<file path="src/rtl/buzzer_scheduler_if.sv">
// buzzer_scheduler_if
// Groups the alert request pulses and the buzzer outputs of buzzer_scheduler.
//   req_key    : 1-cycle pulse, request key click
//   req_open   : 1-cycle pulse, request door-open chime
//   req_freeze : 1-cycle pulse, request freeze alarm
//   BUZZER     : square-wave drive to the piezo
//   busy       : high while a pattern plays or the trailing gap runs
//   active_src : 00 none, 01 key, 10 open, 11 freeze (valid while playing)
//   done       : 1-cycle pulse when a pattern finishes normally
// master = requester side, slave = scheduler side.
interface buzzer_scheduler_if;
    logic       req_key;
    logic       req_open;
    logic       req_freeze;
    logic       BUZZER;
    logic       busy;
    logic [1:0] active_src;
    logic       done;

    modport master (
        output req_key,
        output req_open,
        output req_freeze,
        input  BUZZER,
        input  busy,
        input  active_src,
        input  done
    );

    modport slave (
        input  req_key,
        input  req_open,
        input  req_freeze,
        output BUZZER,
        output busy,
        output active_src,
        output done
    );
endinterface

</file>
<file path="src/rtl/buzzer_scheduler.sv">
// buzzer_scheduler
// Shares one piezo between three alert sources (key click, door-open chime,
// freeze alarm). Request pulses are latched as pending flags and granted by
// fixed priority freeze > open > key; each granted source plays as a list of
// square-wave notes, followed by a silent gap.
// Ports:
//   CLK   : system clock
//   RESET : asynchronous reset, active-low
//   bus   : buzzer_scheduler_if.slave (req_* in; BUZZER, busy, active_src, done out)
// Build option:
//   BUZZER_PREEMPT_EN - when defined, a pending higher-priority source aborts
//   the playing pattern and starts immediately (no done pulse, no gap).
module buzzer_scheduler #(
    parameter int CLK_HZ       = 24000000,
    parameter int HI_HZ        = 2000,
    parameter int LO_HZ        = 1000,
    parameter int KEY_MS       = 30,
    parameter int OPEN_NOTE_MS = 150,
    parameter int ALARM_MS     = 200,
    parameter int ALARM_PAIRS  = 5,
    parameter int GAP_MS       = 20
) (
    input  logic              CLK,
    input  logic              RESET,
    buzzer_scheduler_if.slave bus
);
    localparam int MS           = CLK_HZ / 1000;
    localparam int HALF_HI      = CLK_HZ / (2 * HI_HZ);
    localparam int HALF_LO      = CLK_HZ / (2 * LO_HZ);
    localparam int FREEZE_NOTES = 2 * ALARM_PAIRS;
    localparam int MAX_LEN_A    = (KEY_MS > OPEN_NOTE_MS) ? KEY_MS : OPEN_NOTE_MS;
    localparam int MAX_LEN_B    = (ALARM_MS > GAP_MS) ? ALARM_MS : GAP_MS;
    localparam int MAX_LEN      = (MAX_LEN_A > MAX_LEN_B) ? MAX_LEN_A : MAX_LEN_B;
    localparam int MAX_HALF     = (HALF_HI > HALF_LO) ? HALF_HI : HALF_LO;

    // Counters only ever hold 0..N-1 before being reloaded, so $clog2(N) bits.
    localparam int MS_W   = (MS > 1) ? $clog2(MS) : 1;
    localparam int LEN_W  = (MAX_LEN > 1) ? $clog2(MAX_LEN) : 1;
    localparam int HALF_W = (MAX_HALF > 1) ? $clog2(MAX_HALF) : 1;
    localparam int IDX_W  = (FREEZE_NOTES > 1) ? $clog2(FREEZE_NOTES) : 1;

    // Source codes double as priority: a larger code wins.
    localparam logic [1:0] SRC_NONE   = 2'd0;
    localparam logic [1:0] SRC_KEY    = 2'd1;
    localparam logic [1:0] SRC_OPEN   = 2'd2;
    localparam logic [1:0] SRC_FREEZE = 2'd3;

    typedef enum logic [1:0] {
        IDLE = 2'd0,
        PLAY = 2'd1,
        GAP  = 2'd2
    } state_t;

    state_t            state_reg,    state_next;
    logic [1:0]        src_reg,      src_next;
    logic [2:0]        pend_reg,     pend_next;
    logic [IDX_W-1:0]  note_idx_reg, note_idx_next;
    logic [MS_W-1:0]   ms_cnt_reg,   ms_cnt_next;
    logic [LEN_W-1:0]  ms_num_reg,   ms_num_next;
    logic [HALF_W-1:0] half_cnt_reg, half_cnt_next;
    logic              buzzer_reg,   buzzer_next;
    logic              done_reg,     done_next;

    logic [2:0]        req_vec;
    logic [1:0]        grant_src;
    logic              take;
    logic              preempt;
    logic [LEN_W-1:0]  note_last_ms;
    logic [LEN_W-1:0]  cur_last_ms;
    logic [IDX_W-1:0]  last_note;
    logic              note_hi;
    logic [HALF_W-1:0] half_last;
    logic              ms_tick;
    logic              half_tick;
    logic              period_end;

    // Bit i of req_vec/pend_reg belongs to source code i+1.
    assign req_vec = {bus.req_freeze, bus.req_open, bus.req_key};

    // Highest-priority pending source.
    always_comb begin
        grant_src = SRC_NONE;
        if (pend_reg[2]) begin
            grant_src = SRC_FREEZE;
        end else if (pend_reg[1]) begin
            grant_src = SRC_OPEN;
        end else if (pend_reg[0]) begin
            grant_src = SRC_KEY;
        end
    end

    // A fresh request wins over the grant clearing the same flag, so a source
    // re-requested in its grant cycle still replays. Repeats simply merge.
    genvar gi;
    generate
        for (gi = 0; gi < 3; gi++) begin : g_pend
            assign pend_next[gi] = (pend_reg[gi] & ~(take & (grant_src == 2'(gi + 1))))
                                   | req_vec[gi];
        end
    endgenerate

`ifdef BUZZER_PREEMPT_EN
    assign preempt = (state_reg == PLAY) && (grant_src > src_reg);
`else
    assign preempt = 1'b0;
`endif

    // Note list of the playing source: length (ms-1), last index, and pitch.
    always_comb begin
        note_last_ms = LEN_W'(KEY_MS - 1);
        last_note    = '0;
        note_hi      = 1'b1;
        case (src_reg)
            SRC_OPEN: begin
                note_last_ms = LEN_W'(OPEN_NOTE_MS - 1);
                last_note    = IDX_W'(1);
                note_hi      = note_idx_reg[0];      // LO then HI
            end
            SRC_FREEZE: begin
                note_last_ms = LEN_W'(ALARM_MS - 1);
                last_note    = IDX_W'(FREEZE_NOTES - 1);
                note_hi      = ~note_idx_reg[0];     // HI, LO, HI, LO ...
            end
            default: ;
        endcase
    end

    assign half_last   = note_hi ? HALF_W'(HALF_HI - 1) : HALF_W'(HALF_LO - 1);
    assign cur_last_ms = (state_reg == GAP) ? LEN_W'(GAP_MS - 1) : note_last_ms;
    assign ms_tick     = (ms_cnt_reg == MS_W'(MS - 1));
    assign half_tick   = (half_cnt_reg == half_last);
    assign period_end  = ms_tick && (ms_num_reg == cur_last_ms);

    always_ff @(posedge CLK or negedge RESET) begin
        if (!RESET) begin
            state_reg    <= IDLE;
            src_reg      <= SRC_NONE;
            pend_reg     <= '0;
            note_idx_reg <= '0;
            ms_cnt_reg   <= '0;
            ms_num_reg   <= '0;
            half_cnt_reg <= '0;
            buzzer_reg   <= 1'b0;
            done_reg     <= 1'b0;
        end else begin
            state_reg    <= state_next;
            src_reg      <= src_next;
            pend_reg     <= pend_next;
            note_idx_reg <= note_idx_next;
            ms_cnt_reg   <= ms_cnt_next;
            ms_num_reg   <= ms_num_next;
            half_cnt_reg <= half_cnt_next;
            buzzer_reg   <= buzzer_next;
            done_reg     <= done_next;
        end
    end

    // Timers and the tone default to cleared so every note and gap starts
    // from zero with a silent buzzer; only PLAY/GAP advance them.
    always_comb begin
        state_next    = state_reg;
        src_next      = src_reg;
        note_idx_next = note_idx_reg;
        ms_cnt_next   = '0;
        ms_num_next   = '0;
        half_cnt_next = '0;
        buzzer_next   = 1'b0;
        done_next     = 1'b0;
        take          = 1'b0;

        case (state_reg)
            IDLE: begin
                if (grant_src != SRC_NONE) begin
                    take          = 1'b1;
                    src_next      = grant_src;
                    note_idx_next = '0;
                    state_next    = PLAY;
                end
            end

            PLAY: begin
                ms_cnt_next   = ms_tick ? '0 : ms_cnt_reg + MS_W'(1);
                ms_num_next   = ms_tick ? ms_num_reg + LEN_W'(1) : ms_num_reg;
                half_cnt_next = half_tick ? '0 : half_cnt_reg + HALF_W'(1);
                buzzer_next   = half_tick ? ~buzzer_reg : buzzer_reg;

                if (preempt) begin
                    // Aborted pattern is dropped; new one starts from note 0.
                    take          = 1'b1;
                    src_next      = grant_src;
                    note_idx_next = '0;
                    ms_cnt_next   = '0;
                    ms_num_next   = '0;
                    half_cnt_next = '0;
                    buzzer_next   = 1'b0;
                end else if (period_end) begin
                    ms_cnt_next   = '0;
                    ms_num_next   = '0;
                    half_cnt_next = '0;
                    buzzer_next   = 1'b0;
                    if (note_idx_reg == last_note) begin
                        state_next = GAP;
                        done_next  = 1'b1;
                    end else begin
                        note_idx_next = note_idx_reg + IDX_W'(1);
                    end
                end
            end

            GAP: begin
                ms_cnt_next = ms_tick ? '0 : ms_cnt_reg + MS_W'(1);
                ms_num_next = ms_tick ? ms_num_reg + LEN_W'(1) : ms_num_reg;
                if (period_end) begin
                    ms_cnt_next = '0;
                    ms_num_next = '0;
                    state_next  = IDLE;
                end
            end

            default: state_next = IDLE;
        endcase
    end

    assign bus.BUZZER     = buzzer_reg;
    assign bus.busy       = (state_reg != IDLE);
    assign bus.active_src = (state_reg == PLAY) ? src_reg : SRC_NONE;
    assign bus.done       = done_reg;
endmodule

</file>
<file path="src/flat_wrapper.sv">
// flat-port wrapper written by rule: the top's interface ports become plain ports
module buzzer_scheduler_flat 
#(
    parameter int CLK_HZ       = 24000000,
    parameter int HI_HZ        = 2000,
    parameter int LO_HZ        = 1000,
    parameter int KEY_MS       = 30,
    parameter int OPEN_NOTE_MS = 150,
    parameter int ALARM_MS     = 200,
    parameter int ALARM_PAIRS  = 5,
    parameter int GAP_MS       = 20
)
  (CLK, RESET, bus_req_key, bus_req_open, bus_req_freeze, bus_BUZZER, bus_busy, bus_active_src, bus_done);
  buzzer_scheduler_if bus_i ();
  input  logic CLK;
  input  logic RESET;
  input wire logic [$bits(bus_i.req_key)-1:0] bus_req_key;
  input wire logic [$bits(bus_i.req_open)-1:0] bus_req_open;
  input wire logic [$bits(bus_i.req_freeze)-1:0] bus_req_freeze;
  output wire logic [$bits(bus_i.BUZZER)-1:0] bus_BUZZER;
  output wire logic [$bits(bus_i.busy)-1:0] bus_busy;
  output wire logic [$bits(bus_i.active_src)-1:0] bus_active_src;
  output wire logic [$bits(bus_i.done)-1:0] bus_done;
  assign bus_i.req_key = bus_req_key;
  assign bus_i.req_open = bus_req_open;
  assign bus_i.req_freeze = bus_req_freeze;
  assign bus_BUZZER = bus_i.BUZZER;
  assign bus_busy = bus_i.busy;
  assign bus_active_src = bus_i.active_src;
  assign bus_done = bus_i.done;
  buzzer_scheduler #(.CLK_HZ(CLK_HZ), .HI_HZ(HI_HZ), .LO_HZ(LO_HZ), .KEY_MS(KEY_MS), .OPEN_NOTE_MS(OPEN_NOTE_MS), .ALARM_MS(ALARM_MS), .ALARM_PAIRS(ALARM_PAIRS), .GAP_MS(GAP_MS)) u_core (.CLK(CLK), .RESET(RESET), .bus(bus_i));
endmodule
</file>
<file path="config.mk">
export PLATFORM = sky130hd
export DESIGN_NAME = buzzer_scheduler_flat
export DESIGN_NICKNAME = d
export VERILOG_FILES = /design/src/rtl/buzzer_scheduler_if.sv /design/src/rtl/buzzer_scheduler.sv /design/src/flat_wrapper.sv
export SDC_FILE = /design/constraint.sdc
export NUM_CORES = 1
export LEC_CHECK = 0
export CELL_PAD_IN_SITES_DETAIL_PLACEMENT = 0
export CELL_PAD_IN_SITES_GLOBAL_PLACEMENT = 1
export CORE_MARGIN = 3
export CORE_UTILIZATION = 51
export DETAILED_ROUTE_END_ITERATION = 12
export PLACE_DENSITY_LB_ADDON = 0.1
export REMOVE_ABC_BUFFERS = 1
export SYNTH_ARGS = -nofsm -noshare
export SYNTH_HDL_FRONTEND = slang
export SYNTH_SLANG_ARGS = --single-unit
</file>
<file path="constraint.sdc">
create_clock -name CLK -period 3 [get_ports CLK]
set_input_delay 0.6 -clock CLK [delete_from_list [all_inputs] [get_ports CLK]]
set_output_delay 0.6 -clock CLK [all_outputs]
set_load 0.05 [all_outputs]
</file>
Figure 1. M1 wires (run 1).
The bar under the picture is 20 um long. Supply wires on this layer in gray.
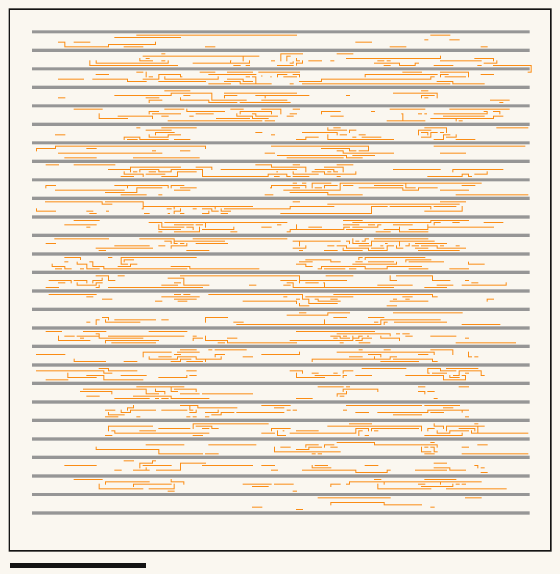
- main direction: horizontal
- wire length on this layer: 2770 um
M1 GR Usage: 28.2%
Routed WL: 5280 um
detailed-route via count: 2078

Figure 2. Met2 routing (run 1).
The bar under the picture is 20 um long.
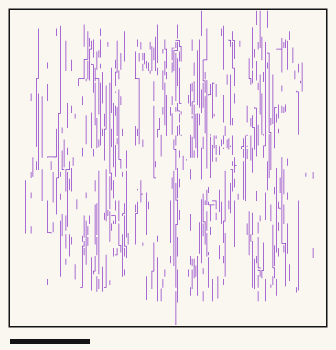
- wire length on this layer: 2310 um
- nets with wire on the layer: 247
met2 Usage GRT: 27.5%

==> flow_summary.yaml, run 1 <==
# flow metrics
final_layout:
  nets: 313
  lay_top_count: "dfrtp_1"
  drive_gt1_share_pct: 6.31
  area_growth_pct: 9.21
  n_antenna_cell: 0
  largest_reg_flops: 15
  final_layout_top_logic_cells: "dfrtp_1, nor2_1, nand2_1"
  fillCellCount: 459
cts:
  cts.repair.resized: 0
  clkSlewWorstSetupHoldPaths_ns: 0.09
  cts_buffers: 5
  post_cts_buffers: 0
  cts-root-buf: "clkbuf_8"
  cts_hold_buffers: 0
  cts_max_path_buffers: 2
  insertion_delay_ns: 0.31
  cts_max_level: 2
  cts_tree: "yes"
  cts.sinks: 50
final_timing:
  final-setup-viol-count: 0
  max_freq_mhz: 356
  fin_worst_skew_ns: 0.0115
  max_slew_margin_pct: 59.5
  min_period_ns: 2.81
  tightest_slew_ns: 0.606
  hold_violations: 0
  fin_tns_setup_ns: 0
  holdWs_ns: 0.282
  finalClockPeriodUsage_pct: 93.6
  drv_slew: 0
  rsz0062_at_grt: "no"
floorplan:
  core_um2: 5170
  die_w_um: 79.4
  ios: 10
  die_h_um: 79.4
  chipArea_um2: 6300
  initial_core_util_pct: 53.1
  floorplan.rows: 26
synth:
  synth_cells: 289
  async_flop_share_pct: 100
  yosys_warnings: 0
  ys_seq_share_pct: 45.6
  ys_types: 52
  synthFlopType: "dfrtp_1"
  ys_area_um2: 2750
  ys_ff: 50
  syn_area_um2: 2750
  synth-edff-count: 0
  syn_area_per_cell_um2: 9.50
  yosys_cells: 289
pwr:
  power_density_nw_per_um2: 385
  p_leak_nw: 1.34
  irDropWorstVdd_uv: 204
route:
  drcViolationCount: 0
  detail_route.iter0.violations: 122
  first_pass_iters: 4
  top_layer_used: "met4"
  ant_nets: 0
  dr_wl_met2_um: 2310
  dr_wl_met3_um: 146
  wl_met1_um: 2770
  viasPerCell: 5.60
critical_path:
  path_class: "reg -> out"
  critPathMaxFanout: 11
  required_ns: 2.40
  crit_path_end_kind: "output port"
  cp.arrival_ns: 2.21
  start_kind: "flop"
grt:
  grt_pass1_wl_um: 9370
  antenna_found_initial: 0
  grt_max_degree: 28
  grt_pass1_vias: 1940
  overflow: 0
outcome:
  status: "finished clean"
worst_hold_path:
  hp-class: "in -> async"
place:
  dpl.hpwl_um: 3760
  io_buffers: 9
  gp_congestion: 0.863
job:
  warnings: 28
  cap_violations: 0
Figure 3. The metal 3 layer (run 1).
Cells faint in the background.
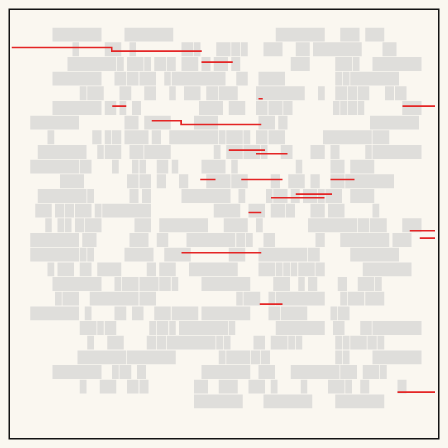
- wire length on this layer: 146 um
- longest straight run: 18.4 um

Figure 4. Track usage over the die (run 1).
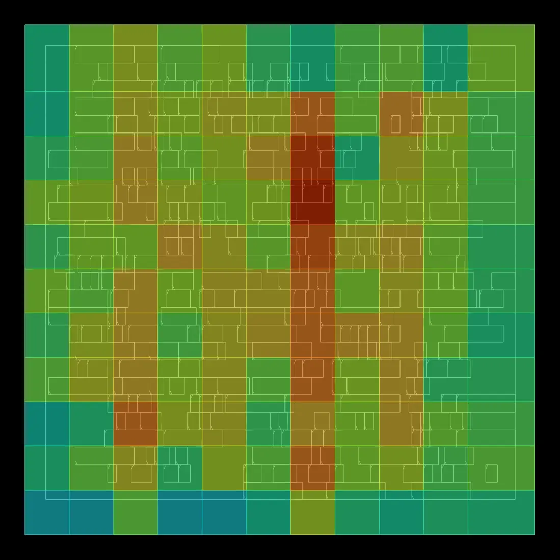
M3 GR Usage: 3.74%
GRT Util Overall: 18.8%
busiest metal layer after global routing: met1
Final Core Density: 58.0%
drt wl/cell: 14.2 um

[run 1: power breakdown]
group          total, mW  internal, mW  switching [mW]
combinational     0.0390        0.0130          0.0260
sequential         0.678         0.675         0.00365
clock              0.437         0.212           0.225
total               1.15         0.899           0.255
[run 1: worst paths after layout]
kind,depth (start not counted),to,slack (ns),start
max in group asynchronous,2,u_core.ms_cnt_reg[3],1.99,RESET
setup reg to reg,7,u_core.half_cnt_reg[5],0.44,u_core.state_reg[0]
min in group CLK,1,u_core.half_cnt_reg[0],0.49,u_core.half_cnt_reg[0]
hold reg to reg,1,u_core.half_cnt_reg[0],0.49,u_core.half_cnt_reg[0]
hold / removal,1,u_core.half_cnt_reg[10],0.28,RESET
setup / recovery,4,bus_active_src[0],0.19,u_core.state_reg[1]
[run 1: metal layers]
layer / vias up / GRT usage (%)
li1: 1039 / -
met1: 1002 / 28.2
met2: 30 / 27.5
met3: 7 / 3.74
met4: 0 / 5.15
met5: - / 0
[run 1: critical path: stages, from the launching register on]
cell	delay, ns
dfrtp_1	0.43
inv_1	0.09
ha_1	0.37
and2_1	0.20
clkdlybuf4s50_1	0.80
[run 1: area by class of cell]
type                            instances  area, um^2  share of cell area (%)
Timing Repair Buffer                   12         108                    3.59
Clock buffer                            7        96.3                    3.21
Tap cell                               70        87.6                    2.92
Multi-Input combinational cell        218        1400                    46.6
Inverter                               13        48.8                    1.63
Clock inverter                          1        8.76                   0.292
Sequential cell                        50        1250                    41.7
[run 1: metrics by stage]
step	area, um^2	power [mW]	cells	setup slack (ns)
floorplan	2700	0.707	281	0.850
global placement	2890	0.732	363	0.461
detailed placement	2890	0.732	363	0.434
CTS	3000	1.18	371	0.180
global route	3000	1.20	371	0.0614
finish	3000	1.15	371	0.193
[run 1: Yosys cell counts, drive strengths merged (4+ instances only)]
master | count | share of area (%)
a21o | 6 | 1.6
a21oi | 9 | 1.6
and2 | 4 | 0.91
and3 | 8 | 1.8
buf | 4 | 1.2
clkbuf | 4 | 0.55
dfrtp | 50 | 46
ha | 8 | 3.6
inv | 13 | 1.8
nand2 | 23 | 3.1
nand3 | 14 | 2.6
nand4 | 10 | 2.3
nor2 | 43 | 5.9
nor3 | 6 | 1.1
o21ai | 11 | 2.1
or3 | 5 | 1.1
xnor2 | 15 | 4.8
xor2 | 15 | 4.8
[run 1: cell families (layout without fill, tap and decap cells)]
kind of cell	Yosys count	after routing	share of synthesized area, %
and+or+nand+nor	136	136	26.0
adders and majority gates	8	8	3.65
AOI/OAI and AO/OA	44	44	11.7
xor gates and xnor gates	30	30	9.57
DFF	50	50	45.6
buffers and inverters	21	33	3.51
## Run 2: what changed since run 1
--- a/config.mk
+++ b/config.mk
@@ -7,7 +7,7 @@
 export LEC_CHECK = 0
 export CELL_PAD_IN_SITES_DETAIL_PLACEMENT = 0
 export CELL_PAD_IN_SITES_GLOBAL_PLACEMENT = 1
-export CORE_MARGIN = 3
+export CORE_MARGIN = 4
 export CORE_UTILIZATION = 51
 export DETAILED_ROUTE_END_ITERATION = 12
 export PLACE_DENSITY_LB_ADDON = 0.1
==> run 2 against run 1 <==
Compared with the run above:
- cell count rose by 0.27%
- critical path type unchanged
- die size rose by 5.1%
- via count fell by 1.5%
- sequential power barely moved
- core utilization rose by 0.22 points
- largest cell class unchanged
- final area rose by 0.38%
- register-to-register slack got worse by 0.04 ns
==> flow_summary.yaml, run 2 <==
# flow metrics
outcome:
  status: "finished clean"
synth:
  common_cells: "dfrtp_1, nor2_1, nand2_1"
  synth_top_area_share_pct: 45.6
  syn_area_um2: 2750
  synth_cells: 289
  area_leaders: "dfrtp_1, nor2_1, xnor2_1"
  ys_seq_share_pct: 45.6
  yosys_cells: 289
  largest_area_cell: "dfrtp_1"
  ys_ff: 50
  top_cell: "dfrtp_1"
  async_flop_share_pct: 100
  ys_types: 52
  synth-edff-count: 0
  synthFlopType: "dfrtp_1"
  yosys_warnings: 0
  syn_area_per_cell_um2: 9.50
critical_path:
  cp.arrival_ns: 2.20
  path_class: "reg -> out"
  required_ns: 2.40
  critPathMaxFanout: 11
  start_kind: "flop"
  crit_path_end_kind: "output port"
route:
  first_pass_iters: 4
  detail_route.iter0.violations: 141
  drcViolationCount: 0
  vias: 2047
  drt_wl_total_um: 5280
  ant_nets: 0
  viasPerCell: 5.50
pwr:
  p_seq_share_pct: 57.1
  p_leak_nw: 1.35
  total_power_mw: 1.19
  pwr-share-clk_pct: 39.5
  internal-power_mw: 0.934
  switching_share_pct: 21.4
  power_density_nw_per_um2: 395
  comb_power_share_pct: 3.4
  irDropWorstVdd_uv: 262
  power_switching_mw: 0.254
cts:
  cts-root-buf: "clkbuf_8"
  cts_hold_buffers: 0
  clkSlewWorstSetupHoldPaths_ns: 0.10
  post_cts_buffers: 0
  cts_max_path_buffers: 2
  cts.repair.resized: 0
  cts_max_level: 2
  cts_tree: "yes"
  cts.sinks: 50
  insertion_delay_ns: 0.30
  cts_buffers: 5
grt:
  overflow: 0
  grt_max_degree: 22
  grt_pass1_vias: 2008
  antenna_found_initial: 0
  grt_pass1_wl_um: 9520
final_timing:
  drv_slew: 0
  rsz0062_at_grt: "no"
  max_slew_margin_pct: 58.7
  min_period_ns: 2.80
  max_freq_mhz: 357
  fin_worst_skew_ns: 0.00889
  tightest_slew_ns: 0.618
  fin_tns_setup_ns: 0
  hold_violations: 0
  finalClockPeriodUsage_pct: 93.4
  final-setup-viol-count: 0
floorplan:
  core_um2: 5170
  die_h_um: 81.4
  initial_core_util_pct: 53.1
  die_w_um: 81.4
  ios: 10
  chipArea_um2: 6620
  floorplan.rows: 26
final_layout:
  final_layout_top_logic_cells: "dfrtp_1, nor2_1, nand2_1"
  lay_top_count: "dfrtp_1"
  drive_gt1_share_pct: 6.62
  nets: 314
  n_antenna_cell: 0
  largest_reg_flops: 15
  area_growth_pct: 9.62
place:
  dpl.hpwl_um: 3840
  io_buffers: 9
  gp_congestion: 0.888
worst_hold_path:
  hp-class: "in -> async"
job:
  cap_violations: 0
run 2: cell counts after synthesis:
No cell type changed its count.
run 2: logic make-up after synthesis:
| logic type | share of synthesized area [%] |
|---|---|
| XOR/XNOR | 9.57 |
| flip-flops | 45.6 |
| AND-OR/OR-AND | 11.7 |
| AND/OR/NAND/NOR | 26.0 |
| adder cells (fa/ha/maj) | 3.65 |
| buffers and inverters | 3.51 |
run 2: cell type report:
type / instances / area [um^2]
multi-input cells: 218 / 1400
clock inverters: 3 / 40.0
fillers: 457 / 2160
flip-flops and latches: 50 / 1250
inverters: 13 / 48.8
clock buffers: 5 / 68.8
repair buffers: 13 / 115
well taps: 70 / 87.6
run 2: power groups by stage:
stage               sequential (mW)  clock (mW)  combinational (mW)
global route                  0.679       0.517              0.0461
finish                        0.678       0.469              0.0407
CTS                           0.678       0.486              0.0418
detailed placement            0.691           0              0.0416
floorplan                     0.690           0              0.0168
global placement              0.692           0              0.0416
run 2: worst max-delay path: stages (launching register included):
cell             delay [ns]
dfrtp_1                0.43
inv_1                  0.10
ha_1                   0.37
and2_1                 0.20
clkdlybuf4s50_1        0.80
run 2: stage by stage:
step                      hold WS (ns)  utilization, %  worst slack, ns  cell area, um^2  instances
after floorplan                  0.304               -            0.850             2700        281
after global placement           0.480            56.1            0.419             2900        364
final                            0.237            58.2            0.198             3010        372
after CTS                        0.248            58.2            0.190             3010        372
after global routing             0.272            58.2           0.0625             3010        372
after detailed placement         0.479            56.1            0.421             2900        364
run 2: path summary, 6_finish.rpt:
| kind | startpoint | to | slack (ns) | cells after the start |
|---|---|---|---|---|
| hold / removal | RESET | u_core.half_cnt_reg[10] | 0.24 | 1 |
| min in group CLK | u_core.ms_cnt_reg[0] | u_core.ms_cnt_reg[0] | 0.49 | 1 |
| max in group asynchronous | RESET | u_core.ms_num_reg[3] | 2.17 | 2 |
| setup / recovery | u_core.state_reg[1] | bus_active_src[0] | 0.20 | 4 |
| setup reg to reg | u_core.state_reg[0] | u_core.half_cnt_reg[2] | 0.40 | 7 |
| hold reg to reg | u_core.ms_cnt_reg[0] | u_core.ms_cnt_reg[0] | 0.49 | 1 |
run 2: routing by layer:
| metal | routed length, um | track usage, % |
|---|---|---|
| met5 | 0 | 0 |
| met1 | 2690 | 27.4 |
| met4 | 74 | 5.24 |
| met3 | 207 | 3.33 |
| met2 | 2310 | 27.4 |
Figure 5. Track usage over the die (run 2).
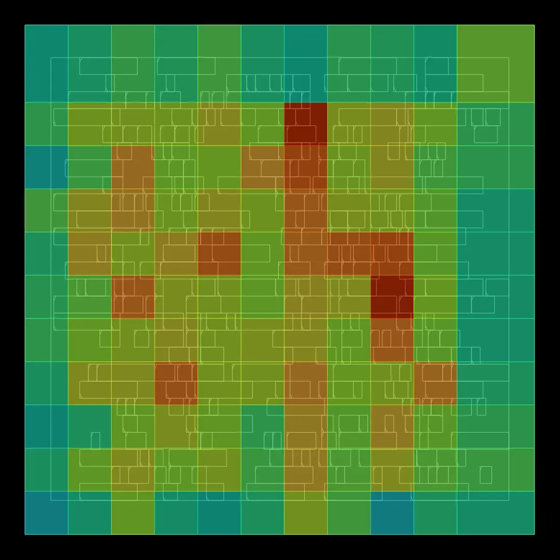
M3 GR Usage: 3.33%
GRT Util Overall: 18.5%
drt wl/cell: 14.2 um

## Run 3: what changed since run 2
--- a/config.mk
+++ b/config.mk
@@ -7,11 +7,12 @@
 export LEC_CHECK = 0
 export CELL_PAD_IN_SITES_DETAIL_PLACEMENT = 0
 export CELL_PAD_IN_SITES_GLOBAL_PLACEMENT = 1
-export CORE_MARGIN = 4
+export CORE_MARGIN = 2
 export CORE_UTILIZATION = 51
 export DETAILED_ROUTE_END_ITERATION = 12
 export PLACE_DENSITY_LB_ADDON = 0.1
 export REMOVE_ABC_BUFFERS = 1
+export SKIP_CTS_REPAIR_TIMING = 1
 export SYNTH_ARGS = -nofsm -noshare
 export SYNTH_HDL_FRONTEND = slang
 export SYNTH_SLANG_ARGS = --single-unit
==> run 3 against run 2 <==
Compared with the run above:
- hold slack better by 0.017 ns
- combinational power is 3% lower
- sequential power barely moved
- via count rose by 1.8%
- critical path depth unchanged
- sequential share of layout area increased by 0.37 points
- non-clock buffer count shrank 1
- cell count down 0.27%
- global-route usage rose by 1.0 points
- largest power group unchanged
==> flow_summary.yaml, run 3 <==
# flow metrics
floorplan:
  floorplan.rows: 26
  core_um2: 5140
  die_h_um: 77.4
  initial_core_util_pct: 53.4
  die_w_um: 77.4
  chipArea_um2: 5990
  ios: 10
critical_path:
  critPathMaxFanout: 11
  required_ns: 2.40
  start_kind: "flop"
  cp.arrival_ns: 2.17
  crit_buf_inv: 2
  r2r_cells: 7
  critical_path.max_stage_delay_ns: 0.79
  path_depth: 4
  cp_top_family: "buffers and inverters"
  crit_path_end_kind: "output port"
  path_class: "reg -> out"
  r2r-start: "u_core.state_reg[0]"
  setup.worst_path.start: "u_core.state_reg[1]"
  worstPathCellList: "inv_1, ha_1, and2_1, clkdlybuf4s50_1"
  rrSetupSlack_ns: 0.49
  crit_end: "bus_active_src[1]"
  crit_slowest_cell: "clkdlybuf4s50_1"
  reg2reg_to: "u_core.half_cnt_reg[6]"
final_timing:
  drv_slew: 0
  fin_tns_setup_ns: 0
  max_freq_mhz: 361
  finalClockPeriodUsage_pct: 92.4
  max_slew_margin_pct: 60.9
  min_period_ns: 2.77
  setup_ws_ns: 0.227
  tightest_slew_ns: 0.585
  holdWs_ns: 0.253
  fin_worst_skew_ns: 0.0101
  rsz0062_at_grt: "no"
  final-setup-viol-count: 0
  hold_violations: 0
final_layout:
  lay_top_count: "dfrtp_1"
  fin_cells: 371
  n_antenna_cell: 0
  nets: 313
  area_growth_pct: 8.66
  largest_reg_flops: 15
  fin_area_um2: 2980
  fillCellCount: 492
  fin_util_pct: 58.0
  final_layout_top_logic_cells: "dfrtp_1, nor2_1, nand2_1"
  drive_gt1_share_pct: 6.31
place:
  place_ws_ns: 0.489
  dpl.hpwl_um: 3820
  post-place-cells: 363
  io_buffers: 9
  place_area_um2: 2890
  gp_congestion: 0.854
route:
  drt_wl_total_um: 5350
  ant_nets: 0
  detail_route.iter0.violations: 119
  post_drt_wl_per_cell_um: 14.4
  first_pass_iters: 4
  vias: 2084
  drcViolationCount: 0
  viasPerCell: 5.62
job:
  cap_violations: 0
synth:
  syn_area_um2: 2750
  syn_area_per_cell_um2: 9.50
  common_cells: "dfrtp_1, nor2_1, nand2_1"
  yosys_warnings: 0
  top_cell: "dfrtp_1"
  ys_seq_share_pct: 45.6
  synthFlopType: "dfrtp_1"
  async_flop_share_pct: 100
  synth_top_area_share_pct: 45.6
  synth_cells: 289
  area_leaders: "dfrtp_1, nor2_1, xnor2_1"
  yosys_cells: 289
  ys_types: 52
  ys_ff: 50
  largest_area_cell: "dfrtp_1"
  synth-edff-count: 0
cts:
  cts_max_path_buffers: 2
  cts_buffers: 5
  cts.sinks: 50
  clkSlewWorstSetupHoldPaths_ns: 0.09
  cts-root-buf: "clkbuf_8"
  cts_tree: "yes"
  insertion_delay_ns: 0.31
  cts_max_level: 2
pwr:
  total_power_mw: 1.11
  irDropWorstVdd_uv: 227
  p_leak_nw: 1.33
  power_density_nw_per_um2: 373
grt:
  overflow: 0
  grt_pass1_vias: 2051
  grt_usage_pct: 19.5
  grt_max_degree: 29
  grt_pass1_wl_um: 9400
  antenna_found_initial: 0
outcome:
  status: "finished clean"
worst_hold_path:
  hp-class: "in -> async"
-- run 3: cell count changes in the layout (fill, tap and decap cells not counted), sizes merged --
cell,previous run,this run
bufinv,1,0
clkinvlp,0,1
buf,5,4
-- run 3: area by class of cell --
type                    instances  area (um^2)  area share, %
repair buffers                 12          108           3.61
clock inverters                 3         21.3          0.713
clock buffers                   5         68.8           2.31
well taps                      70         87.6           2.94
flip-flops and latches         50         1250           41.9
multi-input cells             218         1400           46.9
inverters                      13         48.8           1.64
-- run 3: how the worst min path moves through the flow --
| stage | start | endpoint | depth (start not counted) |
|---|---|---|---|
| final | RESET | u_core.half_cnt_reg[9] | 1 |
| after global routing | RESET | u_core.half_cnt_reg[3] | 1 |
| after CTS | RESET | u_core.half_cnt_reg[9] | 1 |
| after detailed placement | u_core.ms_cnt_reg[0] | u_core.ms_cnt_reg[0] | 1 |
| after global placement | u_core.half_cnt_reg[0] | u_core.half_cnt_reg[0] | 1 |
| after floorplan | RESET | u_core.bus.BUZZER | 0 |
-- run 3: cell families after synthesis --
kind of cell | synth area share (%)
xor gates and xnor gates | 9.57
buffers and inverters | 3.51
and+or+nand+nor | 26.0
adders and majority gates | 3.65
AOI/OAI and AO/OA | 11.7
DFF | 45.6
-- run 3: layer usage --
layer,wire (um),share of wire (%),global-route usage (%)
met4,107,2.0,8.04
met2,2480,46,31.0
met3,128,2.4,2.91
met1,2630,49,26.7
met5,0,0,0
-- run 3: report_power, final --
group / switching [mW] / internal [mW] / leakage, nW / total (mW)
combinational: 0.0264 / 0.0130 / 0.634 / 0.0394
clock: 0.230 / 0.164 / 0.0441 / 0.395
sequential: 0.00341 / 0.675 / 0.651 / 0.678
Figure 6. M1 wires (run 3).
The bar under the picture is 20 um long. Supply wires on this layer in gray.
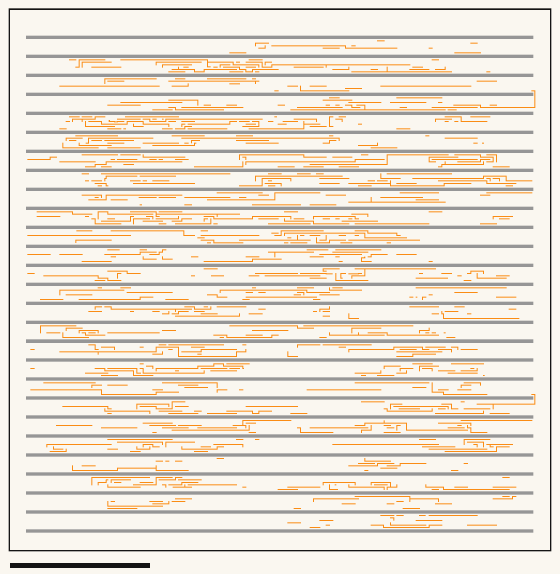
- nets with wire on the layer: 283
- main direction: horizontal
- share of all routed wire: 49%
- wire length on this layer: 2630 um
- longest straight run: 22.5 um

Power figures rest on the tool's default switching activity, not on a simulated workload.
